File: src/rtl/fu_mult_sequencer_pkg.sv
// fu_mult_sequencer_pkg: shared ALU FunctionSelect encodings and sequencer state codes
package fu_mult_sequencer_pkg;
  localparam logic [3:0] FS_PASS_A = 4'b0000;
  localparam logic [3:0] FS_INC_A  = 4'b0001;
  localparam logic [3:0] FS_ADD    = 4'b0010;
  localparam logic [3:0] FS_ADD_C  = 4'b0011;
  localparam logic [3:0] FS_SUB    = 4'b0101;
  typedef logic [1:0] state_t;
  localparam state_t ST_IDLE = 2'd0;
  localparam state_t ST_RUN  = 2'd1;
  localparam state_t ST_DONE = 2'd2;
endpackage

File: src/rtl/fu_mult_sequencer_port_mux.sv
// fu_port_mux: selects which requester drives the shared ALU ports
module fu_port_mux #(
  parameter int DATA_WIDTH    = 32,
  parameter int SHIFTER_WIDTH = 5
) (
  input  logic                     i_sel,
  input  logic [DATA_WIDTH-1:0]    i_byp_a,
  input  logic [DATA_WIDTH-1:0]    i_byp_b,
  input  logic [3:0]               i_byp_fs,
  input  logic [SHIFTER_WIDTH-1:0] i_byp_sh,
  input  logic [DATA_WIDTH-1:0]    i_seq_a,
  input  logic [DATA_WIDTH-1:0]    i_seq_b,
  input  logic [3:0]               i_seq_fs,
  input  logic [SHIFTER_WIDTH-1:0] i_seq_sh,
  output logic [DATA_WIDTH-1:0]    o_a,
  output logic [DATA_WIDTH-1:0]    o_b,
  output logic [3:0]               o_fs,
  output logic [SHIFTER_WIDTH-1:0] o_sh
);
  // bypass owns the ALU whenever it is granted, otherwise the sequencer drives it
  always_comb begin
    o_a  = i_sel ? i_byp_a  : i_seq_a;
    o_b  = i_sel ? i_byp_b  : i_seq_b;
    o_fs = i_sel ? i_byp_fs : i_seq_fs;
    o_sh = i_sel ? i_byp_sh : i_seq_sh;
  end
endmodule

File: src/rtl/fu_mult_sequencer.sv
// fu_mult_sequencer: shift-add multiply sequenced through a shared ALU's adder
module fu_mult_sequencer
  import fu_mult_sequencer_pkg::*;
#(
  parameter int DATA_WIDTH    = 32,
  parameter int SHIFTER_WIDTH = 5,
  parameter int CNT_WIDTH     = 6
) (
  input  logic                      clk,
  input  logic                      rst,
  input  logic                      start,
  input  logic [DATA_WIDTH-1:0]     op_a,
  input  logic [DATA_WIDTH-1:0]     op_b,
  output logic                      busy,
  output logic                      done,
  output logic [2*DATA_WIDTH-1:0]   product,
  input  logic [DATA_WIDTH-1:0]     byp_a,
  input  logic [DATA_WIDTH-1:0]     byp_b,
  input  logic [3:0]                byp_fs,
  input  logic [SHIFTER_WIDTH-1:0]  byp_sh,
  output logic                      byp_grant,
  output logic [DATA_WIDTH-1:0]     fu_a,
  output logic [DATA_WIDTH-1:0]     fu_b,
  output logic [3:0]                fu_fs,
  output logic [SHIFTER_WIDTH-1:0]  fu_sh,
  input  logic [DATA_WIDTH-1:0]     fu_result,
  input  logic                      fu_carry
);
  state_t                  r_state;
  logic [DATA_WIDTH-1:0]   r_m;
  logic [DATA_WIDTH-1:0]   r_p_hi;
  logic [DATA_WIDTH-1:0]   r_p_lo;
  logic [CNT_WIDTH-1:0]    r_count;
  logic [2*DATA_WIDTH-1:0] r_product;
  logic [2*DATA_WIDTH-1:0] w_shift;
  logic                    w_last;
  logic [DATA_WIDTH-1:0]   w_addend;
  // partial product shifted right by one with the adder carry entering at the top
  assign w_shift   = {fu_carry, fu_result, r_p_lo[DATA_WIDTH-1:1]};
  assign w_last    = r_count == CNT_WIDTH'(DATA_WIDTH - 1);
  assign w_addend  = r_p_lo[0] ? r_m : '0;
  assign byp_grant = r_state == ST_IDLE;
  assign busy      = !byp_grant;
  assign done      = r_state == ST_DONE;
  assign product   = r_product;
  fu_port_mux #(
    .DATA_WIDTH   (DATA_WIDTH),
    .SHIFTER_WIDTH(SHIFTER_WIDTH)
  ) u_mux (
    .i_sel   (byp_grant),
    .i_byp_a (byp_a),
    .i_byp_b (byp_b),
    .i_byp_fs(byp_fs),
    .i_byp_sh(byp_sh),
    .i_seq_a (r_p_hi),
    .i_seq_b (w_addend),
    .i_seq_fs(FS_ADD),
    .i_seq_sh('0),
    .o_a     (fu_a),
    .o_b     (fu_b),
    .o_fs    (fu_fs),
    .o_sh    (fu_sh)
  );
  // control FSM and datapath: accept in IDLE, one multiplier bit per RUN cycle, pulse DONE
  always_ff @(posedge clk) begin
    if (rst) begin
      r_state   <= ST_IDLE;
      r_m       <= '0;
      r_p_hi    <= '0;
      r_p_lo    <= '0;
      r_count   <= '0;
      r_product <= '0;
    end else if (r_state == ST_IDLE) begin
      if (start) begin
        r_m     <= op_a;
        r_p_hi  <= '0;
        r_p_lo  <= op_b;
        r_count <= '0;
        r_state <= ST_RUN;
      end
    end else if (r_state == ST_RUN) begin
      {r_p_hi, r_p_lo} <= w_shift;
      r_count          <= r_count + 1'b1;
      if (w_last) begin
        r_product <= w_shift;
        r_state   <= ST_DONE;
      end
    end else begin
      r_state <= ST_IDLE;
    end
  end
endmodule

File: config.mk
export PLATFORM = sky130hd
export DESIGN_NAME = fu_mult_sequencer
export DESIGN_NICKNAME = d
export VERILOG_FILES = /design/src/rtl/fu_mult_sequencer_pkg.sv /design/src/rtl/fu_mult_sequencer_port_mux.sv /design/src/rtl/fu_mult_sequencer.sv
export SDC_FILE = /design/constraint.sdc
export NUM_CORES = 1
export LEC_CHECK = 0
export CAP_MARGIN = 5
export CORE_AREA = 2 2 165 167
export CTS_CLUSTER_DIAMETER = 80
export DETAILED_ROUTE_END_ITERATION = 10
export DIE_AREA = 0 0 167 169
export SYNTH_ARGS = -nofsm -noshare
export SYNTH_HDL_FRONTEND = slang
export SYNTH_SLANG_ARGS = --single-unit
File: constraint.sdc
create_clock -name clk -period 1.8 [get_ports clk]
set_clock_uncertainty 0.2 [all_clocks]
set_input_delay 0.36 -clock clk [delete_from_list [all_inputs] [get_ports clk]]
set_output_delay 0.36 -clock clk [all_outputs]
set_load 0.005 [all_outputs]
==> run_1/drive_strength.png <==
(1.5 px per um)
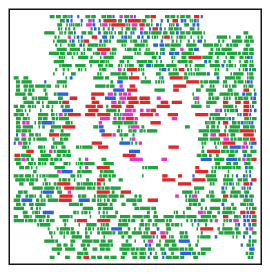
legend:
  drive 2:
    color: blue
    cells: 149
  drive 3 to 4:
    color: magenta
    cells: 64
  drive 1 or less:
    color: green
    cells: 1046
  drive 6 and up:
    color: red
    cells: 102

==> run_1/wire_density.png <==
(2 px per um) 33 x 34 tiles, from dark purple (low) to yellow (high), scaled to the fullest tile. Values are wire area over tile area, all layers added.
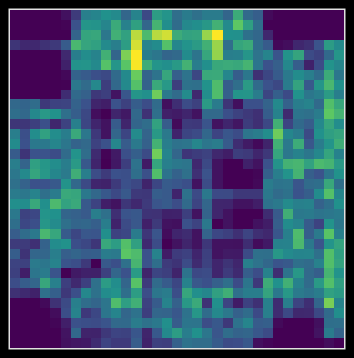
fullest tile: 0.50
tiles over half the peak: 17%
nearly empty tiles: 11%
mean over tiles: 0.15
densest ninth of the die: north

==> run_1/pdn.png <==
(3 px per um) Pins as bars on the die edge.
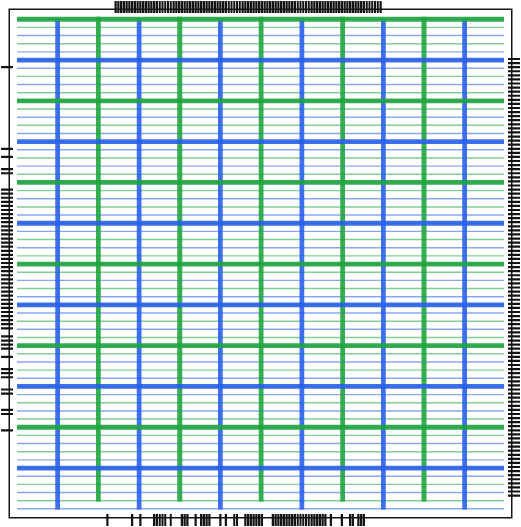
legend:
  VDD:
    color: green
  VSS:
    color: blue
met5 straps: 12
met4 straps: 11
signal pins: 313
met1 rails: 61
rows: 60

==> run_1/final_placement.png <==
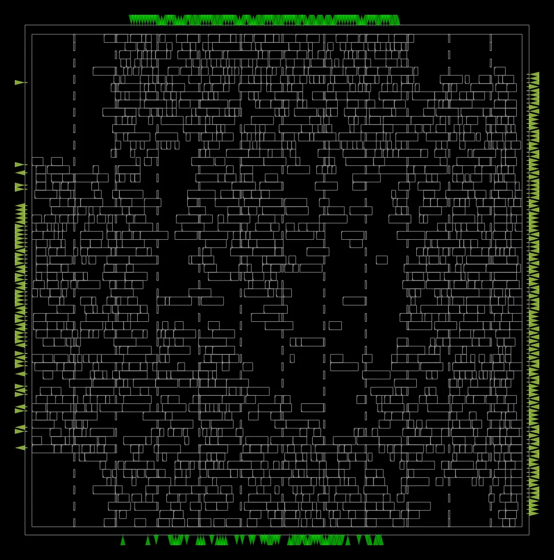
final-layout fill cell count: 2520
Seq Cell Count: 168
number of core rows: 60

[run 1: per-stage QoR]
step / setup slack (ns) / std cells / hold slack (ns) / setup TNS (ns)
final: -0.503 / 1703 / 0.0866 / -30.53
after CTS: -0.710 / 1653 / 0.0678 / -40.04
after detailed placement: -0.438 / 1615 / 0.247 / -45.16
after floorplan: -0.0218 / 1003 / 0.237 / -0.436
after global placement: -0.442 / 1615 / 0.242 / -43.37
after global routing: -0.578 / 1702 / 0.0796 / -38.39
[run 1: state kept, by name, indices dropped and copies added, names as in the netlist]
register  cells
r_p_hi       32
r_m          32
r_count       6
r_p_lo       32
r_state       2
product      64
[run 1: layout make-up]
cell class / instances / area [um2] / share of cell area
multi-input combinational: 747 / 4340 / 0.334
inverter: 2 / 20.0 / 0.00154
clock buffer: 20 / 447 / 0.0344
tap: 341 / 427 / 0.0328
timing repair buffer: 412 / 4270 / 0.329
sequential: 168 / 3390 / 0.260
antenna: 1 / 2.50 / 0.000193
clock inverter: 12 / 108 / 0.00828
[run 1: kinds of logic after synthesis]
group / synth area share
AND/OR/NAND/NOR: 0.325
AND-OR/OR-AND: 0.0996
adder cells (fa/ha/maj): 0.00160
buffers and inverters: 0.0591
multiplexers: 0.0833
flip-flops: 0.430
XOR/XNOR: 0.00112
[run 1: worst max path at each step]
stage,endpoint,startpoint
after global routing,fu_b[24],r_state[1]$_SDFFE_PP0P_
after global placement,fu_fs[1],byp_fs[1]
after CTS,fu_a[6],r_state[0]$_SDFFE_PP0P_
final,fu_a[8],r_state[1]$_SDFFE_PP0P_
after detailed placement,fu_fs[1],byp_fs[1]
after floorplan,fu_b[10],r_state[0]$_SDFFE_PP0P_
[run 1: synth_stat cells (all sizes together)]
library cell  count  area (um2)
and2              8        50.1
inv               2        7.50
nand2b          130         821
buf              35         263
a211oi           31         233
o21ba             1        10.0
a21oi            99         495
o211ai            1        7.51
nand3            67         335
xor2              1        8.76
or3b              1        8.76
nand2           291        1090
or4               1        7.51
or3               3        18.8
nand3b            1        7.51
dfxtp           168        3360
nor2             34         128
nor3b             1        12.5
nor2b             3        18.8
o31ai             1        7.51
o21ai             1        5.00
mux2i            65         651
clkbuf           51         191
ha                1        12.5
a311oi            1        8.76
nor3              1        5.00
or2               1        6.26
o21bai            1        11.3
nor4              2        27.5
[run 1: routing by layer]
layer / GRT usage / up-vias / share of wire
met5: 0 / - / 0
met4: 0.0502 / 0 / 0.019
met3: 0.0421 / 31 / 0.056
met2: 0.304 / 226 / 0.48
met1: 0.224 / 3653 / 0.45
li1: - / 3995 / -
[run 1: worst max-delay path, delay by kind of cell (launching register included)]
| kind | cells | cell delay, ns |
|---|---|---|
| buf+inv | 3 | 0.58 |
| simple gates | 3 | 0.42 |
| flops | 1 | 0.32 |
[run 1: power by group through the flow]
stage | combinational (mW) | sequential, mW | clock, mW
2_1_floorplan | 0.670 | 4.01 | 0
3_3_place_gp | 1.55 | 4.03 | 0
3_5_place_dp | 1.56 | 4.04 | 0
4_1_cts | 1.57 | 3.95 | 3.65
5_1_grt | 1.93 | 3.98 | 3.81
6_report | 1.77 | 3.96 | 3.54
==> impl_metrics.json, run 1 <==
{
  "status": "complete, but fails checks",
  "violations_in_the_final_reports": "setup timing",
  "detailed_place_hpwl_mm": 17.5,
  "grt_remaining_overflow": 0,
  "cts.repair_timing.setup_buffer_count": 3,
  "grt_start_max_net_pins": 74,
  "synth_chip_area_um2": 7810,
  "portBuffers": 312,
  "final_cell_area_um2": 13000,
  "post_synthesis_instance_area_um2": 7810,
  "fin_ws_ns": -0.503,
  "cts_made_buffers": 17,
  "die.size.y_um": 169,
  "max_freq_ghz": 0.434,
  "required_time_at_the_endpoint_of_the_critical_path_ns": 1.24,
  "r2r-start": "r_count[1]$_SDFFE_PP0P_",
  "timing.slew.headroom": 0.713,
  "final_critical_path_time_including_i_o_delays_and_setup_ns": 2.30,
  "final_layout_top_logic_cells": "219 x sky130_fd_sc_hd__nand2_1, 171 x sky130_fd_sc_hd__clkdlybuf4s50_1, 150 x sky130_fd_sc_hd__dfxtp_1, 129 x sky130_fd_sc_hd__nand2b_1, 99 x sky130_fd_sc_hd__a21oi_1",
  "power.combinational.fraction": 0.191,
  "number_of_antenna_violations_at_the_first_check_in_global_routing": 1,
  "yosys_cells": 1003,
  "max_cap_viols": 0,
  "numSynthFlops": 168,
  "post_synth_num_cell_types": 36,
  "ios": 313,
  "timing.final.crit_share": 1.28,
  "setup_viol": 103
}
==> run 2, diff against run 1 <==
--- a/config.mk
+++ b/config.mk
@@ -6,10 +6,12 @@
 export NUM_CORES = 1
 export LEC_CHECK = 0
 export CAP_MARGIN = 5
-export CORE_AREA = 2 2 165 167
+export CORE_AREA = 2 2 171 173
 export CTS_CLUSTER_DIAMETER = 80
+export CTS_CLUSTER_SIZE = 25
 export DETAILED_ROUTE_END_ITERATION = 10
-export DIE_AREA = 0 0 167 169
+export DIE_AREA = 0 0 173 175
 export SYNTH_ARGS = -nofsm -noshare
 export SYNTH_HDL_FRONTEND = slang
+export SYNTH_HIERARCHICAL = 1
 export SYNTH_SLANG_ARGS = --single-unit
==> impl_metrics.json, run 2 <==
{
  "ios": 313,
  "timing.final.crit_share": 1.34,
  "post_synth_num_cell_types": 41,
  "most_common_cell": "sky130_fd_sc_hd__dfxtp_1",
  "timing.final.max_slew_violations": 0,
  "layout.filler_cells": 2659,
  "synthDominantCellAreaShare": 0.401,
  "fin_ws_ns": -0.604,
  "postSynthCellCount": 901,
  "post_synth_top_area_cell": "sky130_fd_sc_hd__dfxtp_1",
  "synth_chip_area_um2": 8390,
  "setup_viol": 105,
  "antennaDiodeCount": 0,
  "final_cell_area_um2": 13600,
  "dpl.cell_count": 1575,
  "max_freq_ghz": 0.416,
  "numSynthFlops": 168,
  "post_route_non_filler_standard_cell_count": 1637,
  "final_critical_path_time_including_i_o_delays_and_setup_ns": 2.40,
  "yosys_cells": 901,
  "final_layout_top_logic_cells": "172 x sky130_fd_sc_hd__clkdlybuf4s50_1, 149 x sky130_fd_sc_hd__dfxtp_1, 129 x sky130_fd_sc_hd__nand2b_1, 100 x sky130_fd_sc_hd__nand2_1, 97 x sky130_fd_sc_hd__a21oi_1",
  "cts_made_buffers": 17,
  "detailed_place_hpwl_mm": 17.7,
  "portBuffers": 312,
  "top_cells_by_count": "168 x sky130_fd_sc_hd__dfxtp_1, 131 x sky130_fd_sc_hd__nand2_1, 130 x sky130_fd_sc_hd__nand2b_1",
  "pre_cts_ws_ns": -0.487,
  "grt_start_max_net_pins": 54,
  "multi_input_comb_area_um2": 4800,
  "violations_in_the_final_reports": "setup timing",
  "number_of_antenna_violations_at_the_first_check_in_global_routing": 0,
  "max_cap_viols": 0,
  "die.size.y_um": 175,
  "status": "complete, but fails checks",
  "yosys_most_used_dff": "sky130_fd_sc_hd__dfxtp_1",
  "grt_remaining_overflow": 0,
  "post_synthesis_instance_area_um2": 8390,
  "post_synth_main_area_contributors": "sky130_fd_sc_hd__dfxtp_1 40%, sky130_fd_sc_hd__mux2_4 13%, sky130_fd_sc_hd__nand2b_1 9.7%",
  "largest_reg_flops": 64,
  "seq_area_um2": 3390
}
[run 2: cell types whose count changed after synthesis, moves of 3 or more]
cell                       before  now
sky130_fd_sc_hd__mux2_2         0    3
sky130_fd_sc_hd__nand3_1       67   36
sky130_fd_sc_hd__mux2_4         0   70
sky130_fd_sc_hd__nand2_1      291  131
sky130_fd_sc_hd__and2_1         8   32
sky130_fd_sc_hd__buf_6          2   14
sky130_fd_sc_hd__clkbuf_1      51   29
[run 2: cell families (layout without fill, tap and decap cells)]
group                    count (synthesis)  after routing  synth area share
XOR/XNOR                                 1              1           0.00104
other                                    2              9          0.000895
adder cells (fa/ha/maj)                  1              1           0.00149
AND-OR/OR-AND                          137            137            0.0958
multiplexers                           138            138             0.207
AND/OR/NAND/NOR                        375            375             0.226
buffers and inverters                   79            424            0.0664
flip-flops                             168            168             0.401
[run 2: through the flow]
step / TNS (ns) / utilization
after floorplan: -20.45 / -
after global placement: -50.58 / 0.426
after detailed placement: -53.19 / 0.426
after CTS: -46.94 / 0.472
after global routing: -49.94 / 0.478
final: -43.16 / 0.478
[run 2: area by class of cell]
class	count	area share
flip-flops and latches	168	0.250
clock buffers	22	0.0357
clock inverters	10	0.00803
well taps	384	0.0354
inverters	2	0.00148
repair buffers	390	0.316
multi-input cells	661	0.354
[run 2: path summary, 6_finish.rpt]
| kind | from | endpoint | slack (ns) | cells past startpoint |
|---|---|---|---|---|
| worst max-delay path | r_state[1]$_SDFFE_PP0P_ | fu_a[10] | -0.60 | 7 |
| worst min-delay path | rst | r_p_hi[10]$_SDFFE_PP0P_ | 0.14 | 2 |
| worst max register to register | r_state[1]$_SDFFE_PP0P_ | r_p_lo[3]$_SDFFE_PP0P_ | -0.21 | 11 |
| worst min register to register | r_m[15]$_SDFFE_PP0P_ | r_m[15]$_SDFFE_PP0P_ | 0.25 | 2 |
[run 2: power by group]
part / internal, mW / switching, mW
Sequential: 3.87 / 0.0990
Clock: 2.09 / 1.64
Combinational: 1.34 / 0.846
[run 2: worst max-delay path, stage by stage (launching register included)]
cell and delay [ns]:
sky130_fd_sc_hd__dfxtp_2 0.32, sky130_fd_sc_hd__or2_4 0.28, sky130_fd_sc_hd__clkinv_8 0.08, sky130_fd_sc_hd__buf_12 0.11, sky130_fd_sc_hd__buf_8 0.10, sky130_fd_sc_hd__buf_6 0.11, sky130_fd_sc_hd__mux2_4 0.30, sky130_fd_sc_hd__buf_6 0.12
[run 2: what timing repair did]
item | in CTS | in global routing
gates cloned | 7 | 3
hold buffers | 0 | 0
pin swaps | 12 | 11
gates resized | 533 | 45
setup buffers | 21 | 8
setup endpoints to repair | 158 | 176
[run 2: per-layer routing]
metal	GRT usage	part of all wire	vias up
met3	0.0431	0.053	12
met4	0.0325	0.0079	0
li1	-	-	3693
met5	0	0	-
met2	0.294	0.50	213
met1	0.210	0.44	3477
==> run_2/final_placement.png <==
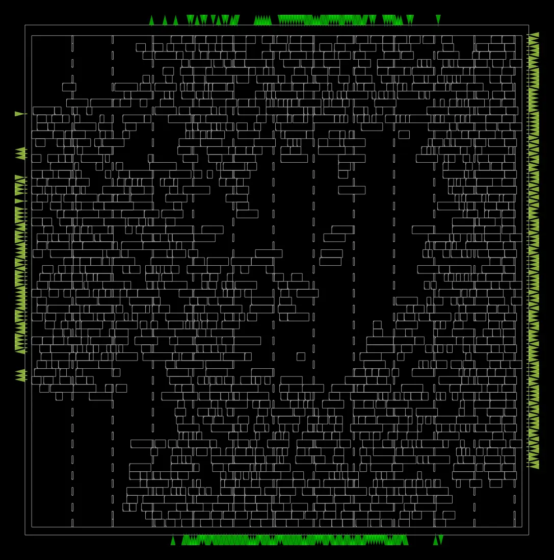
number of core rows: 62
area of the core: 28400 um2

==> run_2/zoom.png <==
Window x 62 to 112, y 97 to 147 um. Cells in gray, sequential cells in the stronger gray; small squares are vias.
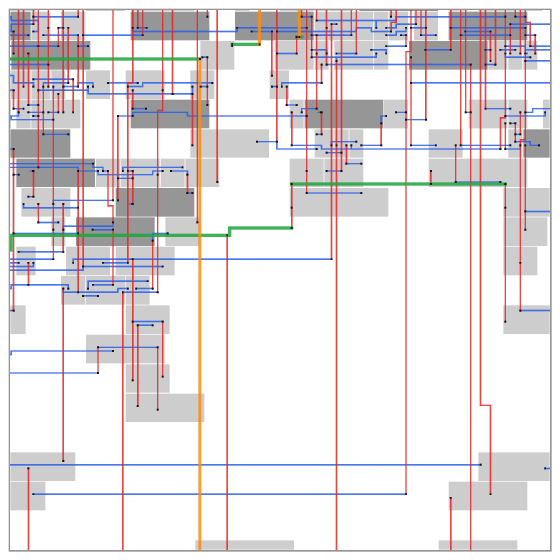
legend:
  met4:
    color: orange
  met1:
    color: blue
  met2:
    color: red
  met3:
    color: green
netlist names of flops here include: product (4), r_m (4), r_p_lo (3)
cells with their middle in the window: 69
most frequent: dfxtp_1 (11), nand2_1 (9), a21oi_1 (8)
sequential cells in the window: 11

==> run_2/wire_density.png <==
(2 px per um) 35 x 35 tiles, from dark purple (low) to yellow (high), scaled to the fullest tile. Values are wire area over tile area, all layers added.
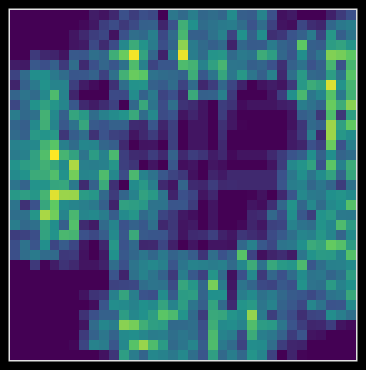
tiles over half the peak: 17%
mean over tiles: 0.13
emptiest ninth of the die: south-west
fullest tile: 0.46
densest ninth of the die: west

==> run 3, diff against run 2 <==
--- a/config.mk
+++ b/config.mk
@@ -6,11 +6,12 @@
 export NUM_CORES = 1
 export LEC_CHECK = 0
 export CAP_MARGIN = 5
-export CORE_AREA = 2 2 171 173
+export CORE_AREA = 3 3 172 174
+export CTS_BUF_LIST = sky130_fd_sc_hd__clkbuf_8
 export CTS_CLUSTER_DIAMETER = 80
 export CTS_CLUSTER_SIZE = 25
 export DETAILED_ROUTE_END_ITERATION = 10
-export DIE_AREA = 0 0 173 175
+export DIE_AREA = 0 0 175 177
 export SYNTH_ARGS = -nofsm -noshare
 export SYNTH_HDL_FRONTEND = slang
 export SYNTH_HIERARCHICAL = 1
==> run_3/drive_strength.png <==
(1.5 px per um)
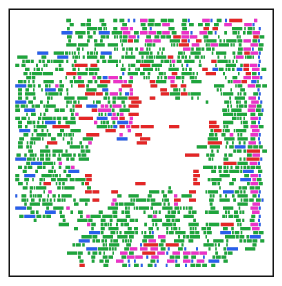
legend:
  drive 3 to 4:
    color: magenta
    cells: 114
  drive 1 or less:
    color: green
    cells: 954
  drive 2:
    color: blue
    cells: 102
  drive 6 and up:
    color: red
    cells: 84

==> run_3/zoom.png <==
Window x 62 to 112, y 99 to 149 um. Cells in gray, sequential cells in the stronger gray; small squares are vias.
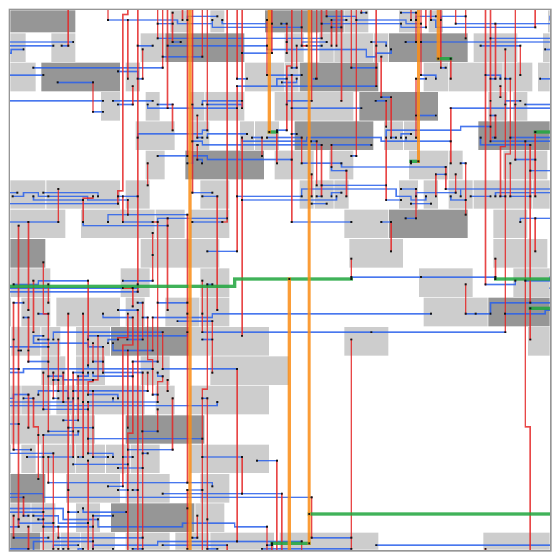
legend:
  met4:
    color: orange
  met2:
    color: red
  met3:
    color: green
  met1:
    color: blue
cells with their middle in the window: 123
netlist names of flops here include: r_m (11), r_count (2)
sequential cells in the window: 15
most frequent: nand2_1 (16), dfxtp_1 (13), buf_4 (11)

==> impl_metrics.json, run 3 <==
{
  "max_freq_ghz": 0.407,
  "violations_in_the_final_reports": "setup timing",
  "cts_made_buffers": 17,
  "postSynthCellCount": 901,
  "seq_area_um2": 3400,
  "layout.core_utilization": 0.457,
  "postSynth.asyncResetShare": 0,
  "multi_input_comb_area_um2": 4550,
  "top_cells_by_count": "168 x sky130_fd_sc_hd__dfxtp_1, 131 x sky130_fd_sc_hd__nand2_1, 130 x sky130_fd_sc_hd__nand2b_1",
  "ios": 313,
  "synthDominantCellAreaShare": 0.401,
  "layout.filler_cells": 2746,
  "setup_viol": 75,
  "fin_worst_hold_slack_ns": 0.0787,
  "numSynthFlops": 168,
  "final_critical_path_time_including_i_o_delays_and_setup_ns": 2.46,
  "p_sw_frac": 0.288,
  "portBuffers": 312,
  "gate_family_responsible_for_the_most_delay_along_the_worst_path": "buffers and inverters",
  "max_cap_viols": 0,
  "largest_reg_flops": 64,
  "crit_chain": "or2_4 > inv_8 > buf_6 > clkbuf_16 > buf_4 > mux2_4 > clkbuf_2",
  "fin_ws_ns": -0.658,
  "yosys_cells": 901,
  "power.combinational.fraction": 0.222,
  "die.size.y_um": 177,
  "status": "complete, but fails checks",
  "placement_rows": 61,
  "post_synth_main_area_contributors": "sky130_fd_sc_hd__dfxtp_1 40%, sky130_fd_sc_hd__mux2_4 13%, sky130_fd_sc_hd__nand2b_1 9.7%",
  "number_of_enable_type_register_cells_in_the_synthesized_netlist": 0,
  "grt_remaining_overflow": 0,
  "final_cell_area_um2": 12800,
  "cell_int_power_mw": 6.12,
  "timing.critical_path.slowest_stage_cell": "sky130_fd_sc_hd__dfxtp_2",
  "pwr-share-seq": 0.461
}
==> run_3/pdn.png <==
(3 px per um) Pins as bars on the die edge.
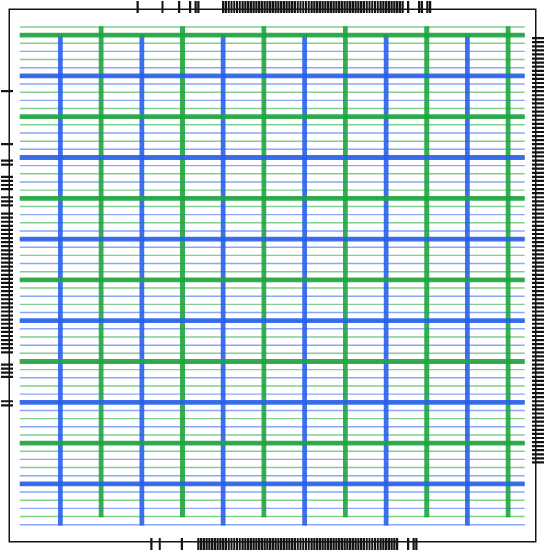
legend:
  VDD:
    color: green
  VSS:
    color: blue
met4 straps: 12
met5 straps: 12
met1 rails: 62

## run 3: per-stage QoR
stage	worst slack [ns]	power, mW
CTS	-0.899	8.72
global route	-0.741	9.04
floorplan	-0.298	4.98
global placement	-0.450	5.86
detailed placement	-0.464	5.88
finish	-0.658	8.59
## run 3: path summary, 6_finish.rpt
path	startpoint	to	slack, ns	cells past startpoint
max	r_state[1]$_SDFFE_PP0P_	fu_b[28]	-0.66	7
min	rst	r_p_hi[0]$_SDFFE_PP0P_	0.08	2
max reg2reg	r_count[0]$_SDFFE_PP0P_	product[12]$_SDFFE_PP0P_	0.05	7
min reg2reg	r_m[11]$_SDFFE_PP0P_	r_m[11]$_SDFFE_PP0P_	0.25	2
## run 3: power by group through the flow
stage	sequential (mW)	combinational (mW)	clock [mW]
3_5_place_dp	4.05	1.83	0
3_3_place_gp	4.05	1.81	0
5_1_grt	3.98	2.06	3.00
4_1_cts	3.96	1.90	2.85
2_1_floorplan	4.02	0.963	0
6_report	3.96	1.91	2.72
## run 3: cells by family (layout without fill, tap and decap cells)
logic type                 Yosys count  count (layout)  synth area share
AOI/OAI and AO/OA                  137             137            0.0958
adders and majority gates            1               1           0.00149
buffers and inverters               79             425            0.0664
and+or+nand+nor                    375             375             0.226
xor gates and xnor gates             1               1           0.00104
muxes                              138             138             0.207
DFF                                168             168             0.401
other                                2               9          0.000895
## run 3: per-layer routing
metal | part of all wire | track usage | wire length [um] | vias to the layer above
met5 | 0 | 0 | 0 | -
met4 | 0.017 | 0.0416 | 460 | 0
met3 | 0.060 | 0.0420 | 1580 | 23
met2 | 0.48 | 0.271 | 12800 | 218
met1 | 0.44 | 0.199 | 11600 | 3476
li1 | - | - | - | 3698
## run 3: final cells by class
class,count,area share
Sequential cell,168,0.267
Multi-Input combinational cell,661,0.356
Timing Repair Buffer,390,0.307
Tap cell,378,0.0370
Timing Repair inverter,1,0.000882
Clock inverter,13,0.0103
Clock buffer,19,0.0205
Inverter,2,0.00157
## run 3: what timing repair did
action | CTS | global route
pin swaps | 1 | 2
setup buffers | 10 | 15
gates resized | 179 | 168
cloned | 5 | 10
setup endpoints to repair | 159 | 147
Power figures rest on the tool's default switching activity, not on a simulated workload.
